Fig. 1: run 1, M1 wires
Bar = 20 um.
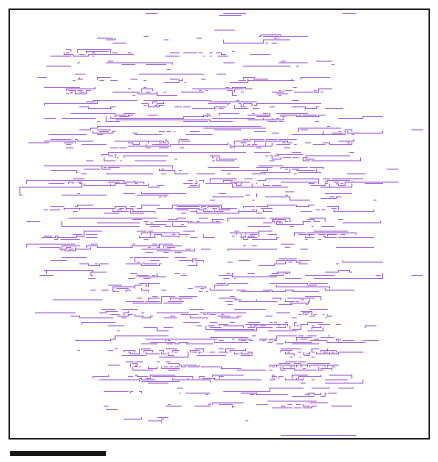
Fig. 2: run 1, signal wires on met2
Bar = 20 um.
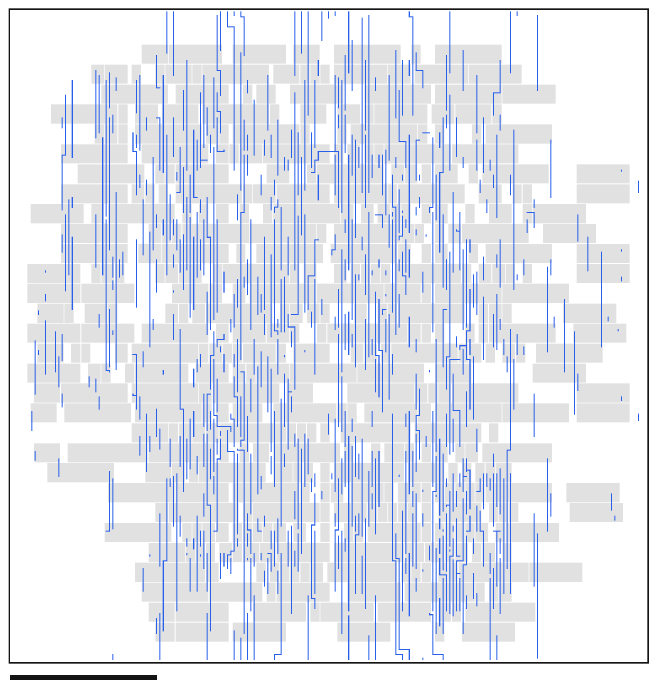
Fig. 3: run 1, signal wires on met3
Bar = 20 um.
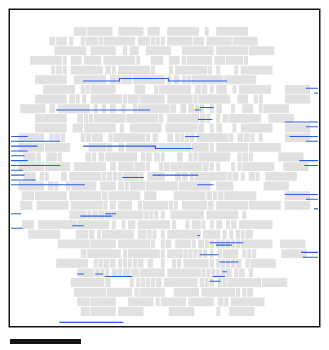
$ cat config.mk
export PLATFORM = sky130hd
export DESIGN_NAME = imem_byte_loader
export DESIGN_NICKNAME = d
export VERILOG_FILES = /design/src/rtl/imem_byte_loader.sv
export SDC_FILE = /design/constraint.sdc
export NUM_CORES = 1
export LEC_CHECK = 0
export ABC_AREA = 1
export CAP_MARGIN = 0
export CORE_AREA = 2 2 85 87
export DETAILED_ROUTE_END_ITERATION = 8
export DIE_AREA = 0 0 87 89
export PLACE_DENSITY = 0.88
export SYNTH_ARGS = -nofsm -noshare
export SYNTH_HDL_FRONTEND = slang
export SYNTH_SLANG_ARGS = --single-unit
$ cat constraint.sdc
create_clock -name clk -period 1.8 [get_ports clk]
set_input_delay 0.36 -clock clk [delete_from_list [all_inputs] [get_ports clk]]
set_output_delay 0.36 -clock clk [all_outputs]
set_load 0.1 [all_outputs]
$ cat src/rtl/imem_byte_loader.sv
// Host-to-core program loader: packs strobed bytes little-endian into 32-bit
// words, writes them to instruction memory and holds the CPU in reset while loading.
module imem_byte_loader #(
    parameter int unsigned WIDTH      = 32,
    parameter int unsigned ADDR_WIDTH = 6
) (
    input  logic                  clk,
    input  logic                  rst_n,
    input  logic [7:0]            byte_in,
    input  logic                  byte_stb,
    input  logic                  load_mode,
    output logic                  wr_en,
    output logic [ADDR_WIDTH-1:0] wr_addr,
    output logic [WIDTH-1:0]      wr_data,
    output logic                  cpu_rst_n,
    output logic [ADDR_WIDTH:0]   words_loaded,
    output logic                  overflow,
    output logic                  partial
);

    localparam int unsigned CNT_W  = ADDR_WIDTH + 1;
    localparam int unsigned DEPTH  = 1 << ADDR_WIDTH;
    localparam int unsigned LOW_W  = WIDTH - 8;

    localparam logic [CNT_W-1:0]      FULL_CNT  = CNT_W'(DEPTH);
    localparam logic [ADDR_WIDTH-1:0] LAST_ADDR = ADDR_WIDTH'(DEPTH - 1);

    typedef enum logic [1:0] {
        S_IDLE = 2'd0,
        S_LOAD = 2'd1,
        S_RUN  = 2'd2
    } state_t;

    state_t                r_state;
    logic                  r_stb_s1;
    logic                  r_stb_s2;
    logic                  r_stb_d;
    logic                  r_mode_s1;
    logic                  r_mode_s2;
    logic [1:0]            r_k;
    logic [LOW_W-1:0]      r_word;
    logic                  r_wr_en;
    logic [ADDR_WIDTH-1:0] r_wr_addr;
    logic [WIDTH-1:0]      r_wr_data;
    logic                  r_cpu_rst_n;
    logic [CNT_W-1:0]      r_words_loaded;
    logic                  r_overflow;
    logic                  r_partial;

    logic                  w_stb_edge;
    logic                  w_enter_load;

    assign w_stb_edge   = r_stb_s2 & ~r_stb_d;
    assign w_enter_load = r_mode_s2 && (r_state != S_LOAD);

    // Two-flop synchronisers for the asynchronous host pins plus strobe edge history
    always_ff @(posedge clk or negedge rst_n) begin
        if (!rst_n) begin
            r_stb_s1  <= 1'b0;
            r_stb_s2  <= 1'b0;
            r_stb_d   <= 1'b0;
            r_mode_s1 <= 1'b0;
            r_mode_s2 <= 1'b0;
        end else begin
            r_stb_s1  <= byte_stb;
            r_stb_s2  <= r_stb_s1;
            r_stb_d   <= r_stb_s2;
            r_mode_s1 <= load_mode;
            r_mode_s2 <= r_mode_s1;
        end
    end

    // Session FSM with byte packing, write pulse, address/count tracking and sticky flags
    always_ff @(posedge clk or negedge rst_n) begin
        if (!rst_n) begin
            r_state        <= S_IDLE;
            r_k            <= 2'd0;
            r_word         <= '0;
            r_wr_en        <= 1'b0;
            r_wr_addr      <= '0;
            r_wr_data      <= '0;
            r_cpu_rst_n    <= 1'b0;
            r_words_loaded <= '0;
            r_overflow     <= 1'b0;
            r_partial      <= 1'b0;
        end else begin
            r_wr_en <= 1'b0;

            // Address and count advance in the cycle after the write pulse
            if (r_wr_en) begin
                r_words_loaded <= r_words_loaded + CNT_W'(1);
                if (r_wr_addr != LAST_ADDR) begin
                    r_wr_addr <= r_wr_addr + ADDR_WIDTH'(1);
                end
            end

            case (r_state)
                S_IDLE: begin
                    if (r_mode_s2) begin
                        r_state <= S_LOAD;
                    end else begin
                        r_state     <= S_RUN;
                        r_cpu_rst_n <= 1'b1;
                    end
                end
                S_LOAD: begin
                    if (!r_mode_s2) begin
                        // Leaving LOAD drops any pending bytes; a same-cycle strobe is ignored
                        r_state     <= S_RUN;
                        r_cpu_rst_n <= 1'b1;
                        r_k         <= 2'd0;
                        if (r_k != 2'd0) begin
                            r_partial <= 1'b1;
                        end
                    end else if (w_stb_edge) begin
                        r_k <= r_k + 2'd1;
                        case (r_k)
                            2'd0: r_word[7:0]   <= byte_in;
                            2'd1: r_word[15:8]  <= byte_in;
                            2'd2: r_word[23:16] <= byte_in;
                            default: begin
                                if (r_words_loaded == FULL_CNT) begin
                                    r_overflow <= 1'b1;
                                end else begin
                                    r_wr_en   <= 1'b1;
                                    r_wr_data <= {byte_in, r_word};
                                end
                            end
                        endcase
                    end
                end
                S_RUN: begin
                    if (r_mode_s2) begin
                        r_state     <= S_LOAD;
                        r_cpu_rst_n <= 1'b0;
                    end
                end
                default: begin
                    r_state     <= S_IDLE;
                    r_cpu_rst_n <= 1'b0;
                end
            endcase

            // Starting a session clears position, counters and flags
            if (w_enter_load) begin
                r_k            <= 2'd0;
                r_wr_addr      <= '0;
                r_words_loaded <= '0;
                r_overflow     <= 1'b0;
                r_partial      <= 1'b0;
            end
        end
    end

    assign wr_en        = r_wr_en;
    assign wr_addr      = r_wr_addr;
    assign wr_data      = r_wr_data;
    assign cpu_rst_n    = r_cpu_rst_n;
    assign words_loaded = r_words_loaded;
    assign overflow     = r_overflow;
    assign partial      = r_partial;

endmodule

==> out/qor.csv, run 1 <==
stage,metric,value,unit
outcome,status,finished clean,
clocking,cts_inserted_buffers,9,
floorplanning,fp.dieW,87,um
timing,maxSlewViolCount,0,
place,postPlaceCellArea,4600,um^2
logic_synthesis,synth_area,3450,um^2
power,p_leak,0.00247,uW
cells_and_area,syn_to_final_growth,38.7,%
logic_synthesis,synth_area_per_cell,9.31,um^2
logic_synthesis,ys_cells,371,
logic_synthesis,edf_count,0,
grt,grt_first_pass_wirelength,12.0,mm
setup_path,worstPathRequired,2.09,ns
power,cellPowerDensity,752,nW/um^2
logic_synthesis,ff_type,dfrtp_1,
power,total_power,3600,uW
cells_and_area,ff_latch_area,2060,um^2
cells_and_area,fin_cells,520,
job,cap_violations,0,
timing,relSlewSlack,71.6,%
power,peakVddDrop,0.658,mV
cells_and_area,comb_area,1070,um^2
timing,max_clock_freq,619,MHz
timing,tightestPinTransition,0.425,ns
logic_synthesis,yosys-top-cells-count,"nand2_1 (107), dfrtp_1 (82), inv_1 (57), o21ai_0 (30)",
route,drt-vias-per-instance,5.05,
cells_and_area,drive_above_1_share,21.8,%
place,io_buffers,60,
setup_path,crit_path_frequent_cell,nand2_1,
setup_path,critPathCaptureType,register,
setup_path,path_cells,ha_1 > nand2_1 > nor2_1 > nand2_1 > a21oi_1 > nand2_1 > nand2_1,
route,wire_per_inst,13.7,um
clocking,worstSkewPairLatency,0.36,ns
clocking,cts_tree,built,
place,hpwl,5.17,mm
logic_synthesis,top_cell,nand2_1,
logic_synthesis,synthArstFlopShare,100,%
setup_path,start_kind,register,
timing,rsz0062_at_grt,false,
logic_synthesis,synth.distinct_cells,18,
logic_synthesis,area_leaders,"dfrtp_1 (59%), nand2_1 (12%), inv_1 (6.2%), o21ai_0 (4.3%), o21ai_2 (3.8%)",
timing,setup_viol,0,
logic_synthesis,yosysWarnings,0,
power,seq_power_share,55.4,%
power,p_comb_share,9.3,%
setup_path,reg2reg_slack,0.18,ns
timing,tns,0,ns
cells_and_area,nNetsFinal,454,
grt,antenna_found_initial,0,
cells_and_area,diodes,0,
logic_synthesis,yosysTopAreaCell,dfrtp_1,
setup_path,crit_path_max_incr_delay,0.46,ns
timing,setup_slack,0.184,ns
grt,grt_overflow,0,
floorplanning,die_h,89,um
logic_synthesis,fp_nets,390,
setup_path,crit_slowest_cell,dfrtp_2,
worst_hold_path,hp-class,register to register,
clocking,cts_max_path_buffers,2,
job,tool_warnings,30,
clocking,cts_sinks,82,
logic_synthesis,ys_ff,82,
logic_synthesis,synth_chip_area,3450,um^2
setup_path,critPathKind,register to register,
power,sw_frac_of_total,25.7,%
route,first_pass_iters,4,
power,clkPwrFrac,35.3,%
grt,track_usage,20.4,%
clocking,cts_root_buffer,clkbuf_8,
power,p_int,2680,uW
clocking,clk_pin_slew_worst_paths,0.08,ns
cells_and_area,fin_area,4790,um^2
floorplanning,ios,61,
place,dp.cells,503,
timing,worst_hold_slack,0.356,ns
logic_synthesis,synth_top_area_share,59.4,%
logic_synthesis,synthCells,371,
grt,grt_max_degree,66,
place,post-place-ws,0.223,ns
power,p_sw,925,uW
setup_path,worstPathArrival,1.91,ns
route,ant_nets,0,
timing,finalCritPeriodShare,89.8,%
floorplanning,placement_rows,30,
clocking,htreeDepth,3,
About Fig. 1:
nets with wire on the layer = 396
main direction = horizontal
longest straight run = 34.0 um
share of all routed wire = 42%
wire length on this layer = 3,010 um

About Fig. 2:
share of all routed wire = 51%
nets with wire on the layer = 376
wire length on this layer = 3,640 um
DR vias: 2,626
final wirelength: 7.13 mm

About Fig. 3:
wire length on this layer = 355 um
nets with wire on the layer = 43
share of all routed wire = 5.0%
longest straight run = 26.2 um
main direction = horizontal

[run 1: registers in the layout, indices dropped and copies added (netlist names)]
signal / count
r_mode_s1: 1
r_stb_s1: 1
r_stb_d: 1
partial: 1
r_mode_s2: 1
r_k: 2
wr_addr: 6
r_stb_s2: 1
wr_en: 1
cpu_rst_n: 1
words_loaded: 7
overflow: 1
r_state: 2
wr_data: 32
r_word: 24
[run 1: cell type report]
class,instances,area share [%]
Multi-Input combinational cell,220,22.4
Sequential cell,82,43.1
Clock inverter,6,1.20
Clock buffer,10,2.66
Tap cell,80,2.09
Timing Repair Buffer,65,24.1
Inverter,57,4.46
[run 1: path summary, 6_finish.rpt]
| kind | startpoint | end | cells past startpoint |
|---|---|---|---|
| hold / removal | r_stb_s1$_DFF_PN0_ | r_stb_s2$_DFF_PN0_ | 0 |
| max in group asynchronous | rst_n | r_word[18]$_DFFE_PN0P_ | 3 |
| setup reg to reg | wr_addr[0]$_DFFE_PN0P_ | wr_addr[3]$_DFFE_PN0P_ | 7 |
| hold reg to reg | r_stb_s1$_DFF_PN0_ | r_stb_s2$_DFF_PN0_ | 0 |
| setup / recovery | wr_addr[0]$_DFFE_PN0P_ | wr_addr[3]$_DFFE_PN0P_ | 7 |
| min in group asynchronous | rst_n | r_mode_s2$_DFF_PN0_ | 2 |
[run 1: placed cells by master, fill, tap and decap left out, drive strengths merged]
cell type	count
nand2	107
dfrtp	82
o21ai	63
inv	57
buf	54
nor2	19
nand3	12
clkdlybuf4s50	10
clkbuf	10
ha	7
a21oi	6
nand4	4
clkinv	4
nor3	1
maj3	1
bufinv	1
clkinvlp	1
dlygate4sd3	1
[run 1: metal layers]
layer	up-vias	wire [um]	GRT usage, %
li1	1283	-	-
met1	1261	3010	27.2
met2	71	3640	32.5
met3	11	354	4.99
met4	0	119	7.67
met5	-	0	0
[run 1: logic make-up after synthesis]
logic type	Yosys count	synth area share, %
flip-flops	82	59.4
buffers and inverters	69	9.49
AND/OR/NAND/NOR	143	16.7
AND-OR/OR-AND	69	11.6
adder cells (fa/ha/maj)	8	2.82
[run 1: critical path, delay by kind of cell (launching register included)]
| family | cells | cell delay, ns |
|---|---|---|
| AND-OR/OR-AND | 1 | 0.35 |
| adder cells (fa/ha/maj) | 1 | 0.23 |
| AND/OR/NAND/NOR | 5 | 0.50 |
| flip-flops | 1 | 0.46 |
[run 1: power by group through the flow]
stage | logic [uW] | clock network (uW) | registers (uW)
2_1_floorplan | 131 | 0 | 2070
3_3_place_gp | 323 | 0 | 2020
3_5_place_dp | 339 | 0 | 2030
4_1_cts | 341 | 1290 | 1990
5_1_grt | 375 | 1360 | 2000
6_report | 335 | 1270 | 1990
[run 1: timing repair]
| item | CTS | global route |
|---|---|---|
| gates resized | 0 | 0 |
| buffers inserted | 0 | 0 |
| hold endpoints to repair | 28 | 0 |
| hold buffers | 1 | 0 |
Fig. 4: run 1, congestion heat map
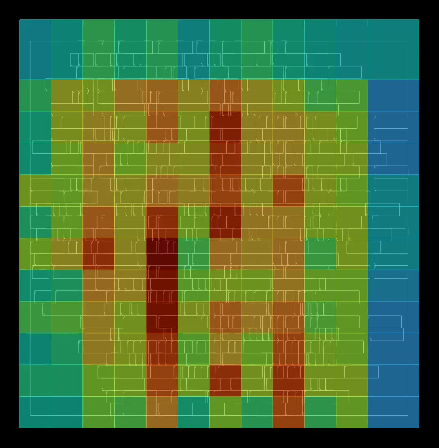

==> inputs of run 2 (changes only) <==
Settings changed: CTS_BUF_LIST set to sky130_fd_sc_hd__clkbuf_16.
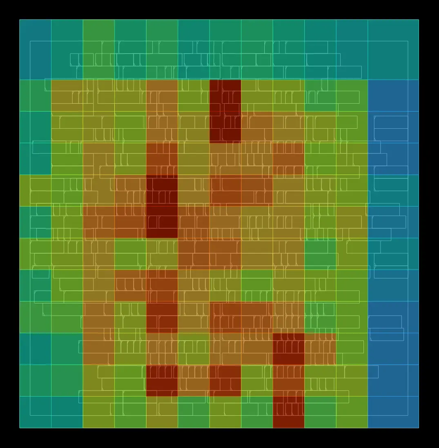
Fig. 5. Congestion heat map (run 2).
met1 Use GR: 28.9%
met2 usage: 36.8%
post-layout util: 72.8%

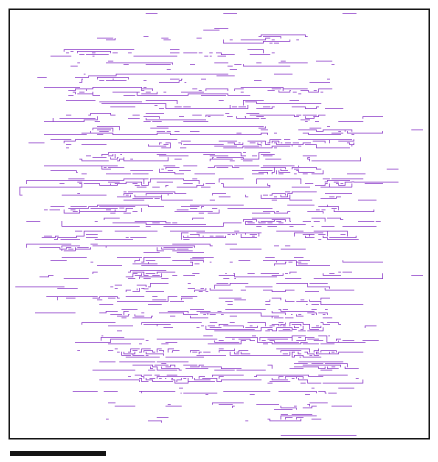
Fig. 6. M1 wires (run 2).
Bar = 20 um.
share of all routed wire = 41%
main direction = horizontal

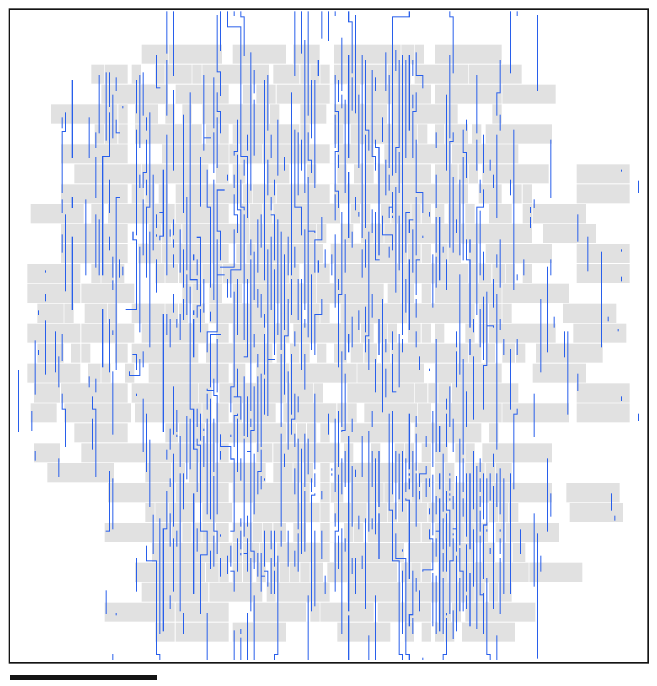
Fig. 7. Signal wires on met2 (run 2).
Bar = 20 um.
nets with wire on the layer = 387
longest straight run = 38.1 um
main direction = vertical
wire length on this layer = 4,070 um

==> out/qor.csv, run 2 <==
stage,metric,value,unit
worst_hold_path,hp-class,register to register,
job,tool_warnings,30,
cells_and_area,largest_register_ff_count,32,
timing,finalCritPeriodShare,92.3,%
clocking,holdBufCountCts,1,
floorplanning,die_h,89,um
clocking,cts_root_buffer,clkbuf_16,
timing,rsz0062_at_grt,false,
grt,antenna_found_initial,0,
logic_synthesis,top_cell,nand2_1,
logic_synthesis,synth_area_per_cell,9.31,um^2
power,seq_power_share,48.8,%
place,io_buffers,60,
clocking,cts_max_path_buffers,2,
power,p_leak,0.00252,uW
logic_synthesis,ys_ff,82,
timing,tns,0,ns
logic_synthesis,yosysTopAreaCell,dfrtp_1,
timing,tightestPinTransition,0.481,ns
logic_synthesis,yosys-top-cells-count,"nand2_1 (107), dfrtp_1 (82), inv_1 (57), o21ai_0 (30)",
clocking,cts_inserted_buffers,9,
logic_synthesis,synth_area,3450,um^2
route,vias,2714,
setup_path,critPathCaptureType,register,
power,p_int,3110,uW
power,peakVddDrop,0.785,mV
timing,setup_slack,0.139,ns
place,hpwl,5.17,mm
power,clkPwrFrac,42.8,%
logic_synthesis,edf_count,0,
clocking,cts_setup_buffers,0,
grt,grt_overflow,0,
clocking,cts_sinks,82,
route,drt-vias-per-instance,5.22,
clocking,clk_pin_slew_worst_paths,0.06,ns
logic_synthesis,synthCells,371,
grt,grt_max_degree,66,
cells_and_area,lay_top_cells,"nand2_1 (107), dfrtp_1 (72), inv_1 (58)",
power,sw_frac_of_total,24.3,%
timing,setup_viol,0,
route,first_pass_iters,4,
outcome,status,finished clean,
logic_synthesis,yosysWarnings,0,
route,ant_nets,0,
cells_and_area,drive_above_1_share,21.8,%
logic_synthesis,fp_nets,390,
route,wl,7.90,mm
timing,max_clock_freq,602,MHz
logic_synthesis,synth_top_area_share,59.4,%
cells_and_area,nNetsFinal,454,
logic_synthesis,ys_cells,371,
grt,track_usage,22.4,%
setup_path,worstPathArrival,1.93,ns
setup_path,worstPathRequired,2.07,ns
power,p_sw,995,uW
clocking,cts-resized-gates,0,
logic_synthesis,synth.distinct_cells,18,
[run 2: final timing paths]
check	from	to	slack, ns	cells past startpoint
max in group asynchronous	rst_n	r_word[13]$_DFFE_PN0P_	0.65	3
setup / recovery	wr_addr[0]$_DFFE_PN0P_	wr_addr[3]$_DFFE_PN0P_	0.14	7
min in group asynchronous	rst_n	r_mode_s2$_DFF_PN0_	0.53	2
hold reg to reg	r_mode_s1$_DFF_PN0_	r_mode_s2$_DFF_PN0_	0.35	0
setup reg to reg	wr_addr[0]$_DFFE_PN0P_	wr_addr[3]$_DFFE_PN0P_	0.14	7
hold / removal	r_mode_s1$_DFF_PN0_	r_mode_s2$_DFF_PN0_	0.35	0
[run 2: kinds of logic (layout without fill, tap and decap cells)]
kind of cell	after synthesis	in the layout	share of synthesized area [%]
AND-OR/OR-AND	69	69	11.6
adder cells (fa/ha/maj)	8	8	2.82
buffers and inverters	69	138	9.49
flip-flops	82	82	59.4
AND/OR/NAND/NOR	143	143	16.7
[run 2: layout make-up]
type / count / area (um^2) / share of cell area, %
repair buffers: 65 / 1150 / 23.6
well taps: 80 / 100 / 2.05
inverters: 57 / 214 / 4.37
clock buffers: 9 / 225 / 4.60
flip-flops and latches: 82 / 2060 / 42.2
multi-input cells: 220 / 1070 / 22.0
clock inverters: 7 / 61.3 / 1.25
[run 2: metrics by stage]
stage / utilization [%] / hold slack [ns] / area (um^2) / cells / power [uW]
final: 72.8 / 0.354 / 4890 / 520 / 4100
after global routing: 72.8 / 0.367 / 4890 / 520 / 4250
after CTS: 72.8 / 0.359 / 4890 / 520 / 4120
after detailed placement: 68.4 / 0.311 / 4600 / 503 / 2370
after global placement: 68.4 / 0.308 / 4600 / 503 / 2350
after floorplan: - / 0.0644 / 3470 / 371 / 2210
[run 2: power groups by stage]
stage	clock network [uW]	logic, uW	registers (uW)
2_1_floorplan	0	131	2070
3_3_place_gp	0	323	2020
3_5_place_dp	0	339	2030
4_1_cts	1770	350	2000
5_1_grt	1860	381	2010
6_report	1760	347	2000
[run 2: critical path: stages (launching register included)]
cell and delay [ns]:
dfrtp_2 0.46, ha_1 0.24, nand2_1 0.10, nor2_1 0.14, nand2_1 0.09, a21oi_1 0.37
nand2_1 0.10, nand2_1 0.08
[run 2: metal layers]
metal / track usage (%) / up-vias / part of all wire (%)
li1: - / 1281 / -
met3: 3.51 / 26 / 4.6
met4: 11.9 / 0 / 3.2
met1: 28.9 / 1311 / 41
met5: 0 / - / 0
met2: 36.8 / 96 / 52
==> inputs of run 3 (changes only) <==
Settings changed: ABC_CLOCK_PERIOD_IN_PS set to 1800.
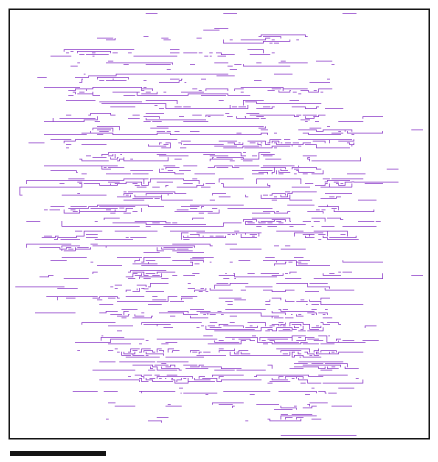
Fig. 8. M1 wires (run 3).
Bar = 20 um.
main direction = horizontal
longest straight run = 27.6 um
nets with wire on the layer = 397

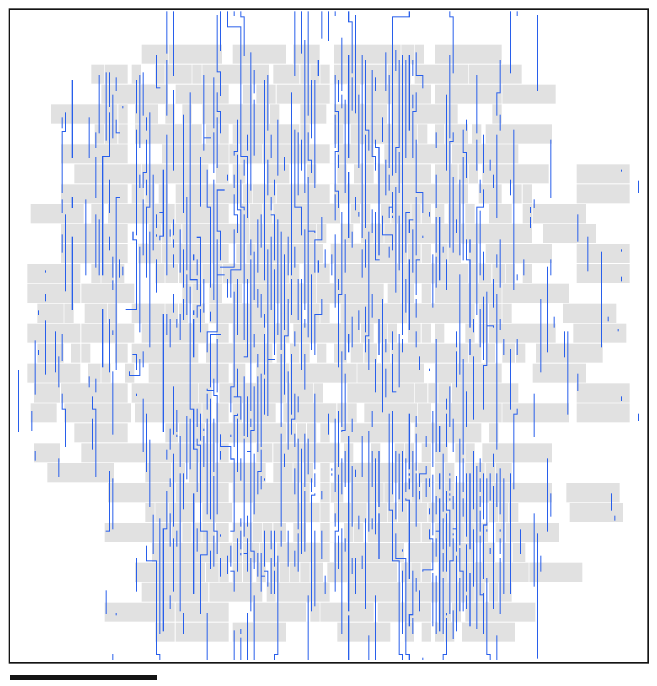
Fig. 9. Signal wires on met2 (run 3).
Bar = 20 um.
nets with wire on the layer = 387
longest straight run = 38.1 um
share of all routed wire = 52%
DR vias: 2,714
final wirelength: 7.90 mm

==> out/qor.csv, run 3 <==
stage,metric,value,unit
clocking,cts_tree,built,
clocking,cts_inserted_buffers,9,
timing,max_clock_freq,602,MHz
grt,grt_overflow,0,
grt,grt_first_pass_wirelength,13.2,mm
logic_synthesis,synth.distinct_cells,18,
power,p_int,3110,uW
timing,setup_slack,0.139,ns
setup_path,critPathKind,register to register,
timing,finalCritPeriodShare,92.3,%
clocking,cts_max_path_buffers,2,
setup_path,start_kind,register,
setup_path,r2r_start,wr_addr[0]$_DFFE_PN0P_,
job,cap_violations,0,
setup_path,worstPathRequired,2.07,ns
timing,setup_viol,0,
logic_synthesis,yosysWarnings,0,
place,postPlaceCellArea,4600,um^2
clocking,cts_setup_buffers,0,
job,tool_warnings,30,
setup_path,worstReg2RegEnd,wr_addr[3]$_DFFE_PN0P_,
timing,tns,0,ns
cells_and_area,nNetsFinal,454,
power,sw_frac_of_total,24.3,%
setup_path,worstSetupEndpoint,wr_addr[3]$_DFFE_PN0P_,
clocking,cts_root_buffer,clkbuf_16,
power,cellPowerDensity,838,nW/um^2
logic_synthesis,ys_cells,371,
power,p_sw,995,uW
cells_and_area,fin_cells,520,
logic_synthesis,edf_count,0,
cells_and_area,final_common_cell,nand2_1,
clocking,worstSkewPairLatency,0.33,ns
route,drt-vias-per-instance,5.22,
clocking,cts_sinks,82,
cells_and_area,comb_area,1070,um^2
place,hpwl,5.17,mm
timing,rsz0062_at_grt,false,
logic_synthesis,synthArstFlopShare,100,%
cells_and_area,drive_above_1_share,21.8,%
place,dp.cells,503,
logic_synthesis,synth_chip_area,3450,um^2
logic_synthesis,fp_nets,390,
power,clkPwrFrac,42.8,%
floorplanning,die_h,89,um
setup_path,reg2reg_slack,0.14,ns
logic_synthesis,synth_area_per_cell,9.31,um^2
floorplanning,ios,61,
grt,antenna_found_initial,0,
power,p_leak,0.00252,uW
route,ant_nets,0,
route,wire_per_inst,15.2,um
logic_synthesis,top_cell,nand2_1,
clocking,clk_pin_slew_worst_paths,0.06,ns
logic_synthesis,synth_area,3450,um^2
setup_path,worstPathArrival,1.93,ns
power,p_comb_share,8.5,%
setup_path,critPathCaptureType,register,
logic_synthesis,synth_top_area_share,59.4,%
power,peakVddDrop,0.785,mV
logic_synthesis,area_leaders,"dfrtp_1 (59%), nand2_1 (12%), inv_1 (6.2%), o21ai_0 (4.3%), o21ai_2 (3.8%)",
cells_and_area,syn_to_final_growth,41.7,%
setup_path,startpoint,wr_addr[0]$_DFFE_PN0P_,
timing,maxSlewViolCount,0,
route,first_pass_iters,4,
power,total_power,4100,uW
timing,relSlewSlack,67.9,%
power,seq_power_share,48.8,%
cells_and_area,fin_area,4890,um^2
logic_synthesis,yosysTopAreaCell,dfrtp_1,
timing,tightestPinTransition,0.481,ns
cells_and_area,ff_latch_area,2060,um^2
outcome,status,finished clean,
setup_path,ff2ff_path_depth,7,
floorplanning,placement_rows,30,
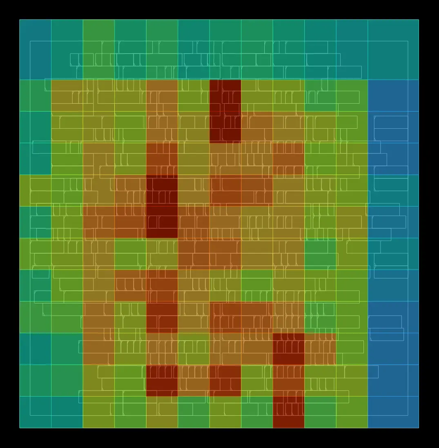
Fig. 10. Congestion heat map (run 3).
GRT Total Usage: 22.4%
GRT busiest layer: met2

==> run 3: repair_timing <==
action,4_1_cts,5_1_grt
gates resized,0,0
hold buffers,1,0
hold endpoints to repair,28,0
==> run 3: cells by family (layout without fill, tap and decap cells) <==
logic type	Yosys count	count (layout)	synth area share (%)
flops	82	82	59.4
simple gates	143	143	16.7
buf+inv	69	138	9.49
fa+ha+maj	8	8	2.82
compound gates	69	69	11.6
==> run 3: stage by stage <==
| step | util [%] | hold slack [ns] |
|---|---|---|
| floorplan | - | 0.0644 |
| global placement | 68.4 | 0.308 |
| detailed placement | 68.4 | 0.311 |
| CTS | 72.8 | 0.359 |
| global route | 72.8 | 0.367 |
| finish | 72.8 | 0.354 |
==> run 3: final cells by class <==
| type | instances | share of cell area [%] |
|---|---|---|
| clock buffer | 9 | 4.60 |
| clock inverter | 7 | 1.25 |
| inverter | 57 | 4.37 |
| multi-input combinational | 220 | 22.0 |
| sequential | 82 | 42.2 |
| tap | 80 | 2.05 |
| timing repair buffer | 65 | 23.6 |
==> run 3: per-layer routing <==
metal | GRT usage, % | share of wire, % | routed length [um]
met1 | 28.9 | 41 | 3210
met4 | 11.9 | 3.2 | 250
met3 | 3.51 | 4.6 | 364
met5 | 0 | 0 | 0
met2 | 36.8 | 52 | 4070
==> run 3: how the worst min path moves through the flow <==
| stage | startpoint | end | slack [ns] | cells after the start |
|---|---|---|---|---|
| after floorplan | rst_n | cpu_rst_n$_DFFE_PN0P_ | 0.06 | 0 |
| after global placement | rst_n | cpu_rst_n$_DFFE_PN0P_ | 0.31 | 1 |
| after detailed placement | rst_n | r_mode_s2$_DFF_PN0_ | 0.31 | 1 |
| after CTS | r_mode_s1$_DFF_PN0_ | r_mode_s2$_DFF_PN0_ | 0.36 | 0 |
| after global routing | r_mode_s1$_DFF_PN0_ | r_mode_s2$_DFF_PN0_ | 0.37 | 0 |
| final | r_mode_s1$_DFF_PN0_ | r_mode_s2$_DFF_PN0_ | 0.35 | 0 |
==> run 3: critical path: stages, from the launching register on <==
cell and delay (ns):
dfrtp_2 0.46, ha_1 0.24, nand2_1 0.10, nor2_1 0.14, nand2_1 0.09, a21oi_1 0.37
nand2_1 0.10, nand2_1 0.08
==> run 3: power by group through the flow <==
stage,clock [uW],combinational [uW],sequential (uW)
finish,1760,347,2000
global route,1860,381,2010
floorplan,0,131,2070
global placement,0,323,2020
detailed placement,0,339,2030
CTS,1770,350,2000
Power is estimated from default activity; no workload was simulated.
